**Zoomed window**

Region (49, 24) to (79, 54) µm. Cells in gray, sequential cells in the stronger gray; small squares are vias.
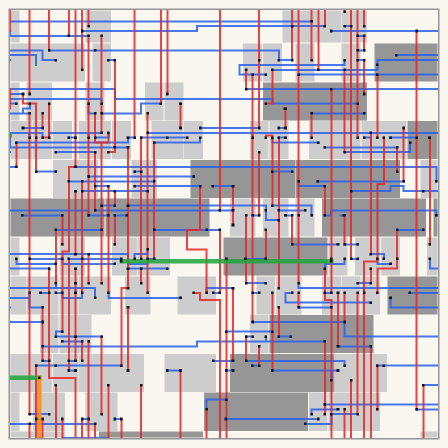
**Routed metal per tile**

(3 px per µm) 26 x 26 tiles, from white (low) to dark blue (high), scaled to the fullest tile. Values are wire area over tile area, all layers added.
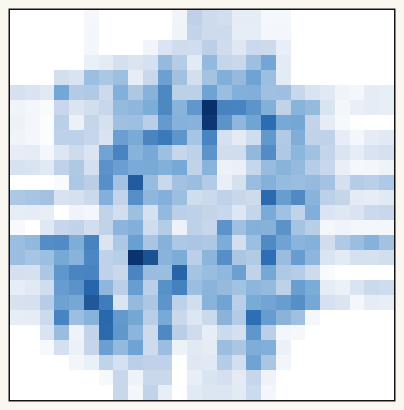
**Congestion heat map**

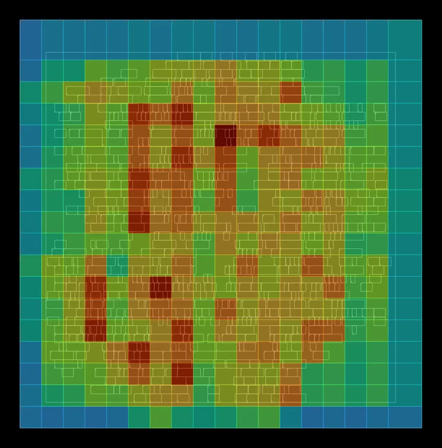
===== src/rtl/pipe_chain_pkg.sv =====
// Shared helpers and types for the pipe_chain pipeline-register block.
// Holds width helpers and the per-stage event priority encoding.
package pipe_chain_pkg;

    // Encoding ranks coincident events: reset beats flush, flush beats stall.
    typedef enum logic [1:0] {
        ACT_PASS  = 2'd0,
        ACT_HOLD  = 2'd1,
        ACT_KILL  = 2'd2,
        ACT_RESET = 2'd3
    } stage_act_e;

    function automatic int unsigned clog2_f(input int unsigned value);
        int unsigned result;
        result = 32'd0;
        for (int unsigned i = 32'd0; i < 32'd32; i++) begin
            if ((32'd1 << i) < value) begin
                result = i + 32'd1;
            end
        end
        return result;
    endfunction

    function automatic int unsigned occ_width(input int unsigned stages);
        return clog2_f(stages + 32'd1);
    endfunction

    function automatic stage_act_e stage_action(input logic rst, input logic kill,
                                                input logic hold);
        stage_act_e act;
        if (rst) begin
            act = ACT_RESET;
        end else if (kill) begin
            act = ACT_KILL;
        end else if (hold) begin
            act = ACT_HOLD;
        end else begin
            act = ACT_PASS;
        end
        return act;
    endfunction

endpackage


===== src/rtl/pipe_chain_stage.sv =====
// One pipeline slot: valid bit plus payload with hold, load and kill controls.
// Payload only changes on a real load so bubbles do not toggle the data flops.
module pipe_chain_stage
    import pipe_chain_pkg::*;
#(
    parameter int unsigned WIDTH = 32
) (
    input  logic             clk,
    input  logic             rst,
    input  logic             kill_i,
    input  logic             hold_i,
    input  logic             load_i,
    input  logic [WIDTH-1:0] data_i,
    output logic             valid_o,
    output logic             next_valid_o,
    output logic [WIDTH-1:0] data_o
);

    logic             valid_q;
    logic             valid_d;
    logic [WIDTH-1:0] data_q;
    logic [WIDTH-1:0] data_d;

    // Next-state selection in priority order.
    always_comb begin
        valid_d = valid_q;
        data_d  = data_q;
        case (stage_action(rst, kill_i, hold_i))
            ACT_RESET: begin
                valid_d = 1'b0;
                data_d  = '0;
            end
            ACT_KILL: begin
                valid_d = 1'b0;
                data_d  = data_q;
            end
            ACT_HOLD: begin
                valid_d = valid_q;
                data_d  = data_q;
            end
            ACT_PASS: begin
                valid_d = load_i;
                if (load_i) begin
                    data_d = data_i;
                end else begin
                    data_d = data_q;
                end
            end
            default: begin
                valid_d = 1'b0;
                data_d  = '0;
            end
        endcase
    end

    // Slot registers.
    always_ff @(posedge clk) begin
        if (rst) begin
            valid_q <= 1'b0;
            data_q  <= '0;
        end else begin
            valid_q <= valid_d;
            data_q  <= data_d;
        end
    end

    assign valid_o      = valid_q;
    assign next_valid_o = valid_d;
    assign data_o       = data_q;

endmodule


===== src/rtl/pipe_chain.sv =====
// Generic stallable, flushable pipeline-register chain with ready/valid ends.
// Stage 0 is youngest; empty stages never hold, so bubbles collapse.
module pipe_chain
    import pipe_chain_pkg::*;
#(
    parameter int unsigned WIDTH        = 32,
    parameter int unsigned STAGES       = 4,
    parameter int unsigned FLUSH_STAGES = 1,
    parameter int unsigned CNT_W        = 16
) (
    input  logic                         clk,
    input  logic                         rst,
    input  logic                         in_valid,
    input  logic [WIDTH-1:0]             in_data,
    output logic                         in_ready,
    input  logic [STAGES-1:0]            stall_req,
    input  logic                         flush,
    output logic                         out_valid,
    output logic [WIDTH-1:0]             out_data,
    input  logic                         out_ready,
    output logic [occ_width(STAGES)-1:0] occupancy,
    output logic [CNT_W-1:0]             bubble_cnt
);

    localparam int unsigned OCC_W = occ_width(STAGES);

    logic [STAGES-1:0] valid_s;
    logic [STAGES-1:0] next_valid_s;
    logic [STAGES-1:0] hold_s;
    logic [STAGES-1:0] move_s;
    logic [STAGES-1:0] load_s;
    logic [STAGES-1:0] kill_s;
    logic [WIDTH-1:0]  data_s [STAGES];
    logic [OCC_W-1:0]  occ_d;
    logic [OCC_W-1:0]  occ_q;
    logic [CNT_W-1:0]  bubble_d;
    logic [CNT_W-1:0]  bubble_q;
    logic              bubble_event_s;

    // Hold ripples from the oldest stage back toward the input.
    always_comb begin : hold_chain
        logic h_s;
        h_s                = valid_s[STAGES-1] & (stall_req[STAGES-1] | ~out_ready);
        hold_s             = '0;
        hold_s[STAGES-1]   = h_s;
        for (int i = int'(STAGES) - 2; i >= 0; i--) begin
            h_s       = valid_s[i] & (stall_req[i] | h_s);
            hold_s[i] = h_s;
        end
    end

    assign move_s   = valid_s & ~hold_s;
    assign in_ready = ~hold_s[0] & ~rst;
    assign load_s   = {move_s[STAGES-2:0], in_valid & in_ready};

    for (genvar g = 0; g < STAGES; g++) begin : g_stage
        localparam logic IN_FLUSH_WINDOW = (g < FLUSH_STAGES);
        logic [WIDTH-1:0] src_s;

        if (g == 0) begin : g_head
            assign src_s = in_data;
        end else begin : g_link
            assign src_s = data_s[g-1];
        end

        assign kill_s[g] = flush & IN_FLUSH_WINDOW;

        pipe_chain_stage #(
            .WIDTH (WIDTH)
        ) u_stage (
            .clk          (clk),
            .rst          (rst),
            .kill_i       (kill_s[g]),
            .hold_i       (hold_s[g]),
            .load_i       (load_s[g]),
            .data_i       (src_s),
            .valid_o      (valid_s[g]),
            .next_valid_o (next_valid_s[g]),
            .data_o       (data_s[g])
        );
    end

    assign out_valid = valid_s[STAGES-1] & ~stall_req[STAGES-1] & ~rst;
    assign out_data  = data_s[STAGES-1];

    // Occupancy reflects the valid bits the stages are about to hold.
    always_comb begin
        occ_d = '0;
        for (int i = 0; i < int'(STAGES); i++) begin
            occ_d = occ_d + OCC_W'(next_valid_s[i]);
        end
    end

    // A bubble is a ready downstream seeing nothing while work sits in the chain.
    assign bubble_event_s = out_ready & ~out_valid & (|valid_s);

    // Saturating bubble counter next state.
    always_comb begin
        if (bubble_event_s && (bubble_q != {CNT_W{1'b1}})) begin
            bubble_d = bubble_q + CNT_W'(1'b1);
        end else begin
            bubble_d = bubble_q;
        end
    end

    // Statistics registers.
    always_ff @(posedge clk) begin
        if (rst) begin
            occ_q    <= '0;
            bubble_q <= '0;
        end else begin
            occ_q    <= occ_d;
            bubble_q <= bubble_d;
        end
    end

    assign occupancy  = occ_q;
    assign bubble_cnt = bubble_q;

endmodule


===== config.mk =====
export PLATFORM = sky130hd
export DESIGN_NAME = pipe_chain
export DESIGN_NICKNAME = d
export VERILOG_FILES = /design/src/rtl/pipe_chain_pkg.sv /design/src/rtl/pipe_chain_stage.sv /design/src/rtl/pipe_chain.sv
export SDC_FILE = /design/constraint.sdc
export NUM_CORES = 1
export LEC_CHECK = 0
export CAP_MARGIN = 5
export CORE_AREA = 8 8 120 122
export CTS_BUF_LIST = sky130_fd_sc_hd__clkbuf_4 sky130_fd_sc_hd__clkbuf_8
export DETAILED_ROUTE_END_ITERATION = 10
export DIE_AREA = 0 0 128 130
export GPL_TIMING_DRIVEN = 0
export PLACE_DENSITY = 0.8
export SLEW_MARGIN = 10
export SYNTH_ARGS = -nofsm -noshare
export SYNTH_HDL_FRONTEND = slang
export SYNTH_SLANG_ARGS = --single-unit

===== constraint.sdc =====
create_clock -name clk -period 5.65 [get_ports clk]
set_input_delay 0.8475 -clock clk [delete_from_list [all_inputs] [get_ports clk]]
set_output_delay 0.8475 -clock clk [all_outputs]
set_load 0.01 [all_outputs]

==> results.yml <==
# generated from flow reports
layout:
  drive_above_1_share_pct: 6.36
  stdcell_area_um2: 7070
  layout_top_cell: "dfxtp_1"
  mostFrequentLayoutCells: "151 x dfxtp_1, 140 x nand2_1, 93 x clkdlybuf4s50_1"
  area_growth_pct: 28.4
  stdcell_count: 895
  nets: 757
  diodes: 0
detailed_routing:
  vias: 4440
  first_pass_iters: 4
  routed_via_density: 4.96
  drt_iter0_drc: 192
  final_antenna_net_count: 0
  drcViolationCount: 0
  wl_per_cell_um: 14.5
  drt_wl_total_um: 13000
floorplan:
  die_w_um: 128
  top_level_ports: 94
  fp_util_pct: 44.4
  die_area_um2: 16600
  fp.coreArea_um2: 12400
  fp-row-count: 41
  die_height_um: 130
clock_tree:
  clock-root-buffer: "clkbuf_8"
  cts_made_buffers: 17
  cts_max_level: 4
  clk_pin_slew_worst_paths_ns: 0.07
  clk_latency_ns: 0.45
  cts_setup_buffers: 0
  hold_buffers: 0
  ctsLongestPathBuffers: 2
  ctsResizeCount: 0
  clock_sinks: 151
  cts_tree: "built"
yosys:
  postSynthSeqShare_pct: 54.9
  synth-seq-cells: 151
  synth_nets: 645
  syn_inst: 598
  ff_type: "dfxtp_1"
  netlist-cell-type-count: 42
  synth_warnings: 0
  yosysCellCount: 598
  avgSynthCellArea_um2: 9.21
  ys_top_cells_by_area: "dfxtp_1 55%, nand2_1 9.5%, a21oi_1 6.8%"
  yosys.area.top_type_share_pct: 54.9
  synth-edff-count: 0
  yosysTopAreaCell: "dfxtp_1"
  synth_area_um2: 5510
  yosys_area_um2: 5510
  async_reset_ff_share_pct: 0
sta:
  tightest_slew_ns: 0.554
  fmax_mhz: 234
  setup_viol: 0
  maxSlewViolCount: 0
  tns_ns: 0
  skew_ns: 0.00884
  period_needed_ns: 4.27
  period_used_pct: 75.5
  relSlewSlack_pct: 62.9
  finalHoldViolations: 0
  rsz0062_at_grt: "no"
  fin_ws_ns: 1.38
grt:
  grt_pass1_wl_um: 21600
  grt_pass1_vias: 4530
  grt-ovfl-total: 0
  grt_max_degree: 17
  antenna_found_initial: 0
placed_design:
  dpl.hpwl_um: 9680
  portBuffers: 93
  place_area_um2: 6650
  dp.cells: 863
  gp_congestion: 0.831
  post-place-ws_ns: 1.36
setup_path:
  crit_fanout: 10
  worstSetupPathType: "in -> out"
  crit_required_ns: 4.80
  end_kind: "output port"
  cp-start-kind: "input port"
  crit_arrival_ns: 3.42
flow_run:
  maxCapViolations: 0
  warnings: 27
power_and_ir_drop:
  power_leakage_uw: 0.00242
  vdd_ir_drop_max_mv: 0.120
  power_density_nw_per_um2: 281
outcome:
  outcome: "completed"
hold_path:
  hp-class: "reg -> reg"
Back to the opening pictures, 'zoomed window':
blue -> met1
green -> met3
orange -> met4
red -> met2
cells with their middle in the window = 70
netlist names of flops here include = g_stage.u_stage.data_o (9), g_stage.u_stage.valid_o (2)
sequential cells in the window = 11
most frequent = nand2_1 (13), a21oi_1 (12), dfxtp_1 (11)

Back to the opening pictures, 'routed metal per tile':
fullest tile = 0.51
mean over tiles = 0.13
tiles over half the peak = 14%
nearly empty tiles = 22%

Back to the opening pictures, 'congestion heat map':
GR Util met1: 18.2%
Overall Global Routing Usage: 16.4%
Finished Core Util: 56.9%
busiest grt layer: met2
met2 Usage GRT: 27.4%

## metal layers
layer  track usage [%]  vias to the layer above  part of all wire, %
li1                  -                     2262                    -
met1              18.2                     2067                   43
met2              27.4                       89                   49
met3              5.55                       22                  5.8
met4              8.53                        0                  2.3
met5                 0                        -                    0
## report_power, final
part / internal [µW] / total [µW] / switching [µW]
clock network: 456 / 850 / 394
logic: 35.2 / 72.4 / 37.2
registers: 1070 / 1070 / 1.69
total: 1560 / 1990 / 432
## cells in the mapped netlist, drive strengths merged (4+ instances only)
cell type	number
xor2	7
nor2b	4
a22o	32
nand3	10
clkbuf	32
buf	7
mux2i	33
and2	4
nand2	140
ha	5
nand4	6
a21oi	76
nor2	49
dfxtp	151
## kinds of logic after synthesis
group / share of synthesized area (%)
compound gates: 14.8
simple gates: 17.5
xor+xnor: 1.59
flops: 54.9
buf+inv: 3.52
fa+ha+maj: 1.50
mux: 6.20
## per-stage QoR
step	total power, µW	util, %	hold slack [ns]
3_5_place_dp	1170	53.6	0.443
5_1_grt	2060	56.9	0.476
4_1_cts	2010	56.9	0.454
2_1_floorplan	1120	-	0.431
6_report	1990	56.9	0.455
3_3_place_gp	1160	53.6	0.438
## sequential cells by signal, indices dropped and copies added (netlist names)
register and count:
occupancy 3, bubble_cnt 16, g_stage.u_stage.data_o 128, g_stage.u_stage.valid_o 4
## worst max-delay path: stages
cell,delay [ns]
clkdlybuf4s50_1,0.59
clkbuf_1,0.44
clkbuf_1,0.49
clkbuf_1,0.43
nor2_1,0.11
clkdlybuf4s50_1,0.50
## path summary, 6_finish.rpt
kind / start / to / slack, ns / depth (start not counted)
setup reg to reg: g_stage[2].u_stage.valid_o / occupancy[1] / 2.45 / 12
setup / recovery: rst / in_ready / 1.38 / 6
hold / removal: g_stage[3].u_stage.data_o[24] / g_stage[3].u_stage.data_o[24] / 0.46 / 2
hold reg to reg: g_stage[3].u_stage.data_o[24] / g_stage[3].u_stage.data_o[24] / 0.46 / 2
## cell type report
| class | count | area, µm² |
|---|---|---|
| Fill cell | 1155 | 5350 |
| Sequential cell | 151 | 3020 |
| Multi-Input combinational cell | 405 | 2290 |
| Timing Repair Buffer | 93 | 931 |
| Clock buffer | 20 | 263 |
| Tap cell | 172 | 215 |
| Buffer | 39 | 183 |
| Clock inverter | 12 | 153 |
| Inverter | 3 | 11.3 |
Power figures rest on the tool's default switching activity, not on a simulated workload.
